Figure 1. Placed cells, one color a class.
Bar = 10 microns. Fill, decap, tap and diode cells in gray.
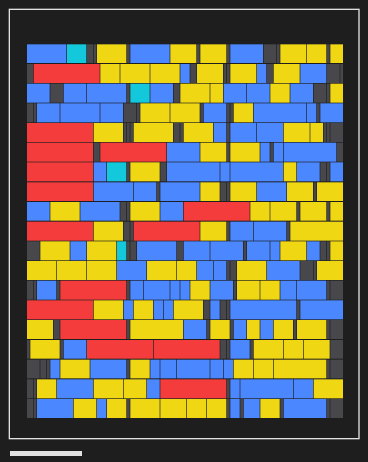
Figure 2. Placement density heat map.
10 x 12 tiles, from white (low) to dark blue (high), 0 to 100% covered.
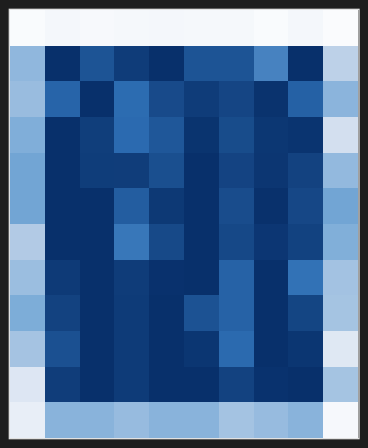
Figure 3. Signal wires on met4.
Bar = 10 microns. Supply wires on this layer in gray.
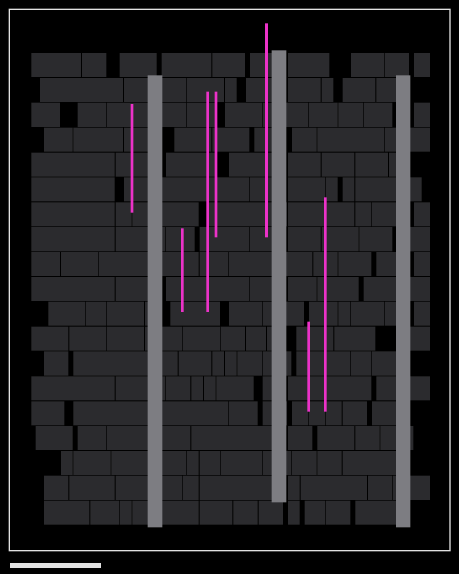
$ cat src/rtl/l2_lookup_ctrl_pkg.sv
// rtl/l2_lookup_ctrl_pkg.sv - shared types and constants for the L2 lookup sequencer
package l2_lookup_ctrl_pkg;

  localparam int L2_SET_BITS = 8;

  typedef logic [L2_SET_BITS-1:0] l2_set_t;

  localparam logic L2_LOOKUP     = 1'b0;
  localparam logic L2_LOOKUP_FWD = 1'b1;

  typedef enum logic [1:0] {
    ST_IDLE   = 2'd0,
    ST_LOOKUP = 2'd1,
    ST_RESP   = 2'd2
  } l2_lookup_ctrl_state_t;

endpackage

$ cat src/rtl/l2_lookup_ctrl.sv
// rtl/l2_lookup_ctrl.sv - arbitrates CPU requests and LLC forwards onto the L2 tag/state lookup path
module l2_lookup_ctrl
  import l2_lookup_ctrl_pkg::*;
#(
  parameter int SET_BITS   = L2_SET_BITS,
  parameter int STARVE_MAX = 4
) (
  input  logic                clk,
  input  logic                rst,
  input  logic                l2_req_valid,
  input  logic [SET_BITS-1:0] l2_req_set,
  output logic                l2_req_ready,
  input  logic                l2_fwd_valid,
  input  logic [SET_BITS-1:0] l2_fwd_set,
  output logic                l2_fwd_ready,
  input  logic                stall,
  output logic                rd_en,
  output logic [SET_BITS-1:0] rd_set,
  output logic                lookup_en,
  output logic                lookup_mode,
  output logic                done_valid,
  output logic                done_fwd,
  output logic [SET_BITS-1:0] done_set,
  input  logic                done_ready
);

  localparam logic [3:0] STARVE_LIM = 4'(STARVE_MAX);

  l2_lookup_ctrl_state_t state_q, state_d;
  logic [3:0]            starve_cnt_q, starve_cnt_d;
  logic                  mode_q, mode_d;
  logic [SET_BITS-1:0]   set_q, set_d;
  logic                  req_win, fwd_win, grant;

  always_comb begin
    req_win      = 1'b0;
    fwd_win      = 1'b0;
    state_d      = state_q;
    starve_cnt_d = starve_cnt_q;
    mode_d       = mode_q;
    set_d        = set_q;

    // Grants are also held off while reset is asserted so every output reads 0.
    if (state_q == ST_IDLE && !stall && rst) begin
      req_win = l2_req_valid && (!l2_fwd_valid || starve_cnt_q == STARVE_LIM);
      fwd_win = l2_fwd_valid && !req_win;
    end
    grant = req_win | fwd_win;

    case (state_q)
      ST_IDLE: begin
        if (grant) begin
          state_d = ST_LOOKUP;
          mode_d  = fwd_win ? L2_LOOKUP_FWD : L2_LOOKUP;
          set_d   = fwd_win ? l2_fwd_set : l2_req_set;
        end
        if (!l2_req_valid || req_win) begin
          starve_cnt_d = 4'd0;
        end else if (fwd_win && starve_cnt_q != STARVE_LIM) begin
          starve_cnt_d = starve_cnt_q + 4'd1;
        end
      end
      ST_LOOKUP: state_d = ST_RESP;
      ST_RESP: begin
        if (done_ready) begin
          state_d = ST_IDLE;
        end
      end
      default: state_d = ST_IDLE;
    endcase
  end

  always_ff @(posedge clk or negedge rst) begin
    if (!rst) begin
      state_q      <= ST_IDLE;
      starve_cnt_q <= 4'd0;
      mode_q       <= L2_LOOKUP;
      set_q        <= '0;
    end else begin
      state_q      <= state_d;
      starve_cnt_q <= starve_cnt_d;
      mode_q       <= mode_d;
      set_q        <= set_d;
    end
  end

  assign l2_req_ready = req_win;
  assign l2_fwd_ready = fwd_win;
  assign rd_en        = grant;
  assign rd_set       = fwd_win ? l2_fwd_set : (req_win ? l2_req_set : '0);
  assign lookup_en    = (state_q == ST_LOOKUP);
  assign lookup_mode  = mode_q;
  assign done_valid   = (state_q == ST_RESP);
  assign done_fwd     = done_valid & mode_q;
  assign done_set     = done_valid ? set_q : '0;

endmodule

$ cat config.mk
export PLATFORM = sky130hd
export DESIGN_NAME = l2_lookup_ctrl
export DESIGN_NICKNAME = d
export VERILOG_FILES = /design/src/rtl/l2_lookup_ctrl_pkg.sv /design/src/rtl/l2_lookup_ctrl.sv
export SDC_FILE = /design/constraint.sdc
export NUM_CORES = 1
export LEC_CHECK = 0
export CORE_ASPECT_RATIO = 1.25
export CORE_MARGIN = 2
export CORE_UTILIZATION = 41
export DETAILED_ROUTE_END_ITERATION = 10
export HOLD_SLACK_MARGIN = 0.08
export PLACE_DENSITY = 0.79
export SETUP_SLACK_MARGIN = 0.3
export SLEW_MARGIN = 15
export SYNTH_ARGS = -nofsm -noshare
export SYNTH_HDL_FRONTEND = slang
export SYNTH_SLANG_ARGS = --single-unit
$ cat constraint.sdc
create_clock -name clk -period 2 [get_ports clk]
set_clock_uncertainty 0.1 [all_clocks]
set_input_delay 0.4 -clock clk [delete_from_list [all_inputs] [get_ports clk]]
set_output_delay 0.4 -clock clk [all_outputs]
set_load 0.01 [all_outputs]
==> results.sh <==
# implementation run metrics
export IMPL_outcome="finished with violations"
export IMPL_violations="setup timing"
export IMPL_numCtsBuffers=3
export IMPL_grt_usage_pct=30.2
export IMPL_cts_path_max_buffers=2
export IMPL_fin_crit_ps=2220
export IMPL_drive_gt1_share_pct=61.5
export IMPL_largestRegisters="set_q: 8 flops, starve_cnt_q: 4 flops, state_q: 2 flops"
export IMPL_fin_ws_ps=-224
export IMPL_slowest_delay_ps=410
export IMPL_slew_violations=0
export IMPL_cts_clk_slew_worst_paths_ps=90
export IMPL_ios=45
export IMPL_detail_route_wirelength_met1_mm=1.65
export IMPL_drt_iter0_markers=57
export IMPL_nWellTaps=31
export IMPL_fin_nets=217
export IMPL_syn_area_per_cell_sq_um=9.13
export IMPL_finalSetupViolations=20
export IMPL_swShare_pct=36.4
export IMPL_use_met2_pct=53.3
-- Figure 1 (at the start) --
legend:
  red:
    class: sequential cells
    cells: 15
    share_of_their_area: 18%
  yellow:
    class: remaining buffers and delay cells
    cells: 84
    share_of_their_area: 40%
  blue:
    class: remaining logic cells
    cells: 89
    share_of_their_area: 40%
  cyan:
    class: clock drivers and dummy loads
    cells: 4
    share_of_their_area: 1.3%

-- Figure 2 (at the start) --
mean over tiles: 72%
densest ninth of the die: center
tiles over 75% full: 64%
fullest tile: 100%
Final Util: 91.9%
core area: 0.00226 sq mm
fp util: 44.0%

-- Figure 3 (at the start) --
main direction: vertical
wire length on this layer: 116 microns
longest straight run: 23.8 microns
final WL: 4.62 mm
DR vias: 1283

